==> config.mk <==
export PLATFORM = sky130hd
export DESIGN_NAME = decode_stage
export DESIGN_NICKNAME = d
export VERILOG_FILES = /design/src/rtl/mips_pkg.sv /design/src/rtl/instr_decoder.sv /design/src/rtl/decode_stage.sv
export SDC_FILE = /design/constraint.sdc
export NUM_CORES = 1
export LEC_CHECK = 0
export CORE_ASPECT_RATIO = 0.75
export CORE_UTILIZATION = 50
export DETAILED_ROUTE_END_ITERATION = 10
export GPL_ROUTABILITY_DRIVEN = 0
export HOLD_SLACK_MARGIN = 0.06
export PLACE_DENSITY = 0.86
export SYNTH_ARGS = -nofsm -noshare
export SYNTH_HDL_FRONTEND = slang
export SYNTH_SLANG_ARGS = --single-unit
==> constraint.sdc <==
create_clock -name clock -period 4 [get_ports clock]
set_clock_uncertainty 0.15 [all_clocks]
set_input_delay 0.8 -clock clock [delete_from_list [all_inputs] [get_ports clock]]
set_output_delay 0.8 -clock clock [all_outputs]
set_load 0.02 [all_outputs]
==> src/rtl/mips_pkg.sv <==
// Shared MIPS decode definitions: opcode constants, the per-opcode decode table
// and the ID/EX register layout used by the decode stage.
package mips_pkg;

    localparam logic [5:0] OP_RTYPE = 6'h00;
    localparam logic [5:0] OP_J     = 6'h02;
    localparam logic [5:0] OP_JAL   = 6'h03;
    localparam logic [5:0] OP_BEQ   = 6'h04;
    localparam logic [5:0] OP_BNE   = 6'h05;
    localparam logic [5:0] OP_ADDI  = 6'h08;
    localparam logic [5:0] OP_ANDI  = 6'h0C;
    localparam logic [5:0] OP_ORI   = 6'h0D;
    localparam logic [5:0] OP_LUI   = 6'h0F;
    localparam logic [5:0] OP_LW    = 6'h23;
    localparam logic [5:0] OP_SW    = 6'h2B;

    localparam logic [4:0] REG_RA   = 5'd31;

    typedef enum logic [1:0] {
        DST_NONE,
        DST_RD,
        DST_RT,
        DST_RA
    } dst_kind_e;

    typedef enum logic [1:0] {
        IMM_SIGN,
        IMM_ZERO,
        IMM_UPPER
    } imm_kind_e;

    typedef struct packed {
        logic      legal;
        logic      wen;
        logic      memrd;
        logic      reads_rt;
        dst_kind_e dst;
        imm_kind_e imm;
    } dec_entry_t;

    typedef struct packed {
        logic        valid;
        logic [5:0]  op;
        logic [5:0]  funct;
        logic [4:0]  dst;
        logic        wen;
        logic        memrd;
        logic [31:0] rs_val;
        logic [31:0] rt_val;
        logic [31:0] imm;
        logic [31:0] pc4;
    } ex_regs_t;

    // reads_rt marks opcodes whose rt field is a source operand (load-use check).
    function automatic dec_entry_t decode_lookup(input logic [5:0] op);
        dec_entry_t e;
        e.legal    = 1'b1;
        e.wen      = 1'b0;
        e.memrd    = 1'b0;
        e.reads_rt = 1'b0;
        e.dst      = DST_NONE;
        e.imm      = IMM_SIGN;
        case (op)
            OP_RTYPE: begin
                e.wen      = 1'b1;
                e.reads_rt = 1'b1;
                e.dst      = DST_RD;
            end
            OP_LW: begin
                e.wen   = 1'b1;
                e.memrd = 1'b1;
                e.dst   = DST_RT;
            end
            OP_ADDI: begin
                e.wen = 1'b1;
                e.dst = DST_RT;
            end
            OP_ANDI, OP_ORI: begin
                e.wen = 1'b1;
                e.dst = DST_RT;
                e.imm = IMM_ZERO;
            end
            OP_LUI: begin
                e.wen = 1'b1;
                e.dst = DST_RT;
                e.imm = IMM_UPPER;
            end
            OP_JAL: begin
                e.wen = 1'b1;
                e.dst = DST_RA;
            end
            OP_SW, OP_BEQ, OP_BNE: begin
                e.reads_rt = 1'b1;
            end
            OP_J: begin
                e.legal = 1'b1;
            end
            default: begin
                e.legal = 1'b0;
            end
        endcase
        return e;
    endfunction

endpackage

==> src/rtl/instr_decoder.sv <==
// Purely combinational MIPS field extraction and control decode for the ID stage.
// Exposes an illegal-opcode flag only when DECODE_ILLEGAL_TRAP_EN is defined.
module instr_decoder
    import mips_pkg::*;
(
    input  logic [31:0] instr,
    output logic [5:0]  op,
    output logic [5:0]  funct,
    output logic [4:0]  rs,
    output logic [4:0]  rt,
    output logic [4:0]  dst,
    output logic        wen,
    output logic        memrd,
    output logic        reads_rt,
`ifdef DECODE_ILLEGAL_TRAP_EN
    output logic        illegal,
`endif
    output logic [31:0] imm
);

    dec_entry_t entry;

    always_comb begin
        entry    = decode_lookup(instr[31:26]);
        op       = instr[31:26];
        funct    = instr[5:0];
        rs       = instr[25:21];
        rt       = instr[20:16];
        wen      = entry.wen & entry.legal;
        memrd    = entry.memrd & entry.legal;
        reads_rt = entry.reads_rt;
`ifdef DECODE_ILLEGAL_TRAP_EN
        illegal  = ~entry.legal;
`endif

        case (entry.dst)
            DST_RD:  dst = instr[15:11];
            DST_RT:  dst = instr[20:16];
            DST_RA:  dst = REG_RA;
            default: dst = 5'd0;
        endcase

        case (entry.imm)
            IMM_ZERO:  imm = {16'h0000, instr[15:0]};
            IMM_UPPER: imm = {instr[15:0], 16'h0000};
            default:   imm = {{16{instr[15]}}, instr[15:0]};
        endcase
    end

endmodule

==> src/rtl/decode_stage.sv <==
// MIPS decode stage: IF/ID and ID/EX registers, WB bypass, load-use stall, flush.
// Optional ex_illegal output enabled by defining DECODE_ILLEGAL_TRAP_EN.
module decode_stage
(
    input  logic        clock,
    input  logic        reset_0,
    input  logic        if_valid,
    input  logic [31:0] if_instr,
    input  logic [31:0] if_pc4,
    input  logic        ex_stall,
    input  logic        ex_flush,
    input  logic        wb_en,
    input  logic [4:0]  wb_addr,
    input  logic [31:0] wb_data,
    output logic [4:0]  rf_addr_a,
    output logic [4:0]  rf_addr_b,
    input  logic [31:0] rf_data_a,
    input  logic [31:0] rf_data_b,
    output logic        if_stall,
    output logic        ex_valid,
    output logic [5:0]  ex_op,
    output logic [5:0]  ex_funct,
    output logic [4:0]  ex_dst,
    output logic        ex_wen,
    output logic        ex_memrd,
    output logic [31:0] ex_rs_val,
    output logic [31:0] ex_rt_val,
    output logic [31:0] ex_imm,
`ifdef DECODE_ILLEGAL_TRAP_EN
    output logic        ex_illegal,
`endif
    output logic [31:0] ex_pc4
);
    import mips_pkg::*;

    logic        ifid_valid_q, ifid_valid_d;
    logic [31:0] ifid_instr_q, ifid_instr_d;
    logic [31:0] ifid_pc4_q, ifid_pc4_d;
    ex_regs_t    ex_q, ex_d;

    logic [5:0]  dec_op, dec_funct;
    logic [4:0]  dec_rs, dec_rt, dec_dst;
    logic        dec_wen, dec_memrd, dec_reads_rt;
    logic [31:0] dec_imm;
    logic        load_use;
`ifdef DECODE_ILLEGAL_TRAP_EN
    logic        dec_illegal;
    logic        ex_illegal_q, ex_illegal_d;
`endif

    instr_decoder u_dec (
        .instr    (ifid_instr_q),
        .op       (dec_op),
        .funct    (dec_funct),
        .rs       (dec_rs),
        .rt       (dec_rt),
        .dst      (dec_dst),
        .wen      (dec_wen),
        .memrd    (dec_memrd),
        .reads_rt (dec_reads_rt),
`ifdef DECODE_ILLEGAL_TRAP_EN
        .illegal  (dec_illegal),
`endif
        .imm      (dec_imm)
    );

    assign rf_addr_a = dec_rs;
    assign rf_addr_b = dec_rt;

    // A result being written back this cycle is not yet visible in the array.
    function automatic logic [31:0] read_operand(
        input logic [4:0]  addr,
        input logic [31:0] rf_data,
        input logic        wen,
        input logic [4:0]  waddr,
        input logic [31:0] wdata
    );
        if (addr == 5'd0)
            return 32'd0;
        else if (wen && (waddr == addr))
            return wdata;
        else
            return rf_data;
    endfunction

    always_comb begin
        load_use = ex_q.valid && ex_q.memrd && (ex_q.dst != 5'd0) && ifid_valid_q &&
                   ((ex_q.dst == dec_rs) || (dec_reads_rt && (ex_q.dst == dec_rt)));
    end

    always_comb begin
        ifid_valid_d = ifid_valid_q;
        ifid_instr_d = ifid_instr_q;
        ifid_pc4_d   = ifid_pc4_q;
        ex_d         = ex_q;
`ifdef DECODE_ILLEGAL_TRAP_EN
        ex_illegal_d = ex_illegal_q;
`endif

        if (ex_flush) begin
            ifid_valid_d = 1'b0;
            ex_d.valid   = 1'b0;
            ex_d.wen     = 1'b0;
            ex_d.memrd   = 1'b0;
`ifdef DECODE_ILLEGAL_TRAP_EN
            ex_illegal_d = 1'b0;
`endif
        end else if (ex_stall) begin
            ex_d = ex_q;
        end else if (load_use) begin
            ex_d.valid   = 1'b0;
            ex_d.wen     = 1'b0;
            ex_d.memrd   = 1'b0;
`ifdef DECODE_ILLEGAL_TRAP_EN
            ex_illegal_d = 1'b0;
`endif
        end else begin
            ex_d.valid   = ifid_valid_q;
            ex_d.op      = dec_op;
            ex_d.funct   = dec_funct;
            ex_d.dst     = dec_dst;
            ex_d.wen     = dec_wen & ifid_valid_q;
            ex_d.memrd   = dec_memrd & ifid_valid_q;
            ex_d.rs_val  = read_operand(dec_rs, rf_data_a, wb_en, wb_addr, wb_data);
            ex_d.rt_val  = read_operand(dec_rt, rf_data_b, wb_en, wb_addr, wb_data);
            ex_d.imm     = dec_imm;
            ex_d.pc4     = ifid_pc4_q;
`ifdef DECODE_ILLEGAL_TRAP_EN
            ex_illegal_d = dec_illegal & ifid_valid_q;
`endif
            ifid_valid_d = if_valid;
            ifid_instr_d = if_instr;
            ifid_pc4_d   = if_pc4;
        end
    end

    always_ff @(posedge clock or negedge reset_0) begin
        if (!reset_0) begin
            ifid_valid_q <= 1'b0;
            ifid_instr_q <= 32'd0;
            ifid_pc4_q   <= 32'd0;
            ex_q         <= '0;
`ifdef DECODE_ILLEGAL_TRAP_EN
            ex_illegal_q <= 1'b0;
`endif
        end else begin
            ifid_valid_q <= ifid_valid_d;
            ifid_instr_q <= ifid_instr_d;
            ifid_pc4_q   <= ifid_pc4_d;
            ex_q         <= ex_d;
`ifdef DECODE_ILLEGAL_TRAP_EN
            ex_illegal_q <= ex_illegal_d;
`endif
        end
    end

    // Flush wins over stall, and nothing is held while in reset.
    assign if_stall  = reset_0 && !ex_flush && (ex_stall || load_use);

    assign ex_valid  = ex_q.valid;
    assign ex_op     = ex_q.op;
    assign ex_funct  = ex_q.funct;
    assign ex_dst    = ex_q.dst;
    assign ex_wen    = ex_q.wen;
    assign ex_memrd  = ex_q.memrd;
    assign ex_rs_val = ex_q.rs_val;
    assign ex_rt_val = ex_q.rt_val;
    assign ex_imm    = ex_q.imm;
    assign ex_pc4    = ex_q.pc4;
`ifdef DECODE_ILLEGAL_TRAP_EN
    assign ex_illegal = ex_illegal_q;
`endif

endmodule

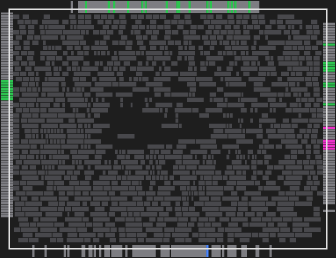
(images/io_placement.png)
Pins as bars across the die edge, other pins in gray.
Key: blue = ex_valid [pins 1, direction output, edge bottom]; green = ex_rt_val [pins 32, direction output, edge 16 top, 8 left, 8 right]; magenta = rf_addr_b [pins 5, direction output, edge right]
die y size: 124.6 microns
Die Width: 165.4 microns
count of buffers from port buffering: 329

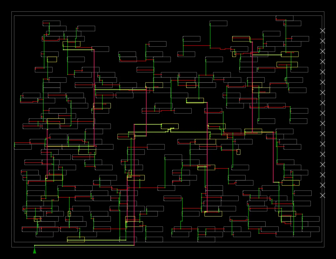
(images/clocks.png)
clock buffers: 30
later-pin clock latency in the skew report: 0.50 ns
power drawn by the clock network: 0.00209 W

==> flow.log <==
[metrics] run summary
[metrics] startpoint of the most critical hold path: ex_op[5]
[metrics] Maximum Capacitance Violations: 0
[metrics] post-detail-place hpwl: 18.95 mm
[metrics] xor-xnor portion of the synthesized cell area: 0.01749
[metrics] number of global-route vias before repair: 7788
[metrics] worst reg2reg path endpoint: ex_valid
[metrics] buffers from clock root to sink, at most: 3
[metrics] Crit. Startpoint: ifid_instr_q[26]
[metrics] result of the run: complete, but fails checks
[metrics] Endpoint, Worst Hold: ex_op[5]
[metrics] top sig layer: met4
[metrics] clk slew on worst S/H paths: 0.06 ns
[metrics] aggregate routed wire length: 27.77 mm
[metrics] data required time of the critical path: 3.05 ns
[metrics] Chip Area, Yosys: 10010 sq um
[metrics] number of setup violations in the final report: 0
[metrics] slowest cell delay on critical path: 0.64 ns
[metrics] Tightest Pin Transition: 0.9630 ns
[metrics] final total negative setup slack: 0 ns
[metrics] number of cell instances after yosys synthesis: 785
[metrics] Sequential Power Share: 0.409
[metrics] Layout fillers: 1359
[metrics] most instantiated library cell after synthesis: sky130_fd_sc_hd__dfrtp_1
[metrics] TritonCTS clock tree: yes
[metrics] Finished Core Util: 0.7261
[metrics] setup slack, reg-to-reg: 0.83 ns
[metrics] number of buffers inserted by post-CTS setup repair: 0
[metrics] worst hold path stage count: 1
[metrics] post-cts sizing count: 0
[metrics] hold buffer count at CTS: 1
[metrics] Mean Syn Cell Area: 12.76 sq um
[metrics] cells on worst reg2reg path: 7
[metrics] Crit path max-delay family: simple AND/OR/NAND/NOR gates
[metrics] total via count after detailed routing: 7520
[metrics] setup repair after global routing missed its margin: no
[metrics] worst setup path endpoint: if_stall
[metrics] cell area after synthesis: 10010 sq um
[metrics] Overall Global Routing Usage: 0.2688
[metrics] critical path's slowest cell: sky130_fd_sc_hd__clkdlybuf4s50_1
[metrics] startpoint type of the worst setup path: register
[metrics] Data arrival, critical path: 2.91 ns
[metrics] amount of wire on met3 after detailed routing: 2.187 mm
[metrics] final routed DRC violation total: 34
[metrics] Met2 Routed Length: 13.20 mm
[metrics] relative area change from synthesis to final layout: 41.29%
[metrics] fa+ha+maj area frac: 0.002499
[metrics] capturing element type of the critical path: output port
[metrics] global-route met2 utilization: 0.4374
[metrics] dominant power group: registers
[metrics] portion of netlist area occupied by mux cells: 0.2284
[metrics] layout net count: 1255
[metrics] Final period util: 0.9656
[metrics] instance count of the mapped netlist: 785
[metrics] fraction of power consumed by the clock network: 0.304
[metrics] async set or reset register ratio after synthesis: 1.000
[metrics] cell taking the most area after synthesis: sky130_fd_sc_hd__dfrtp_1
[metrics] pre-CTS setup slack: 0.6481 ns
[metrics] number of pins with negative max-slew slack in the final report: 0
[metrics] met3 GRT Util: 0.06094
[metrics] violations in the final reports: design-rule violations
[metrics] CP cell instances: nor2b_1 > or4_4 > a2111oi_4 > nor3_1 > nor3b_1 > clkdlybuf4s50_1
[metrics] number of warning messages in the logs: 27
[metrics] wire length of the first global-routing pass: 43.11 mm
[metrics] dominant cells by area after synthesis: sky130_fd_sc_hd__dfrtp_1, sky130_fd_sc_hd__mux2_4, sky130_fd_sc_hd__mux2i_1, sky130_fd_sc_hd__o21ai_0, sky130_fd_sc_hd__o31ai_1
[metrics] H-Tree Level Count: 1
[metrics] flip-flop and latch count after synthesis: 213
[metrics] critical path type: register to output port
[metrics] number of top-level pins: 330
[metrics] EDFF count, synth: 0
[metrics] floorplan core density: 0.5139
==> flip-flops by register name, indices dropped and copies added, names as in the netlist <==
name and cells:
ex_pc4 32, ex_wen 1, ex_rs_val 32, ex_rt_val 32
ex_funct 6, ifid_instr_q 32, ex_dst 5, ifid_pc4_q 32
ex_op 6, ex_valid 1, ex_imm 32, ifid_valid_q 1
ex_memrd 1
==> cell type report <==
cell class | instances | area, sq um | area share
Sequential cell | 213 | 5330 | 0.3767
Timing Repair Buffer | 348 | 3506 | 0.2478
Tap cell | 253 | 316.6 | 0.02237
Multi-Input combinational cell | 493 | 4252 | 0.3005
Clock inverter | 5 | 78.83 | 0.005571
Inverter | 4 | 15.01 | 0.001061
Clock buffer | 30 | 651.9 | 0.04607
Power and IR drop assume default switching activity.
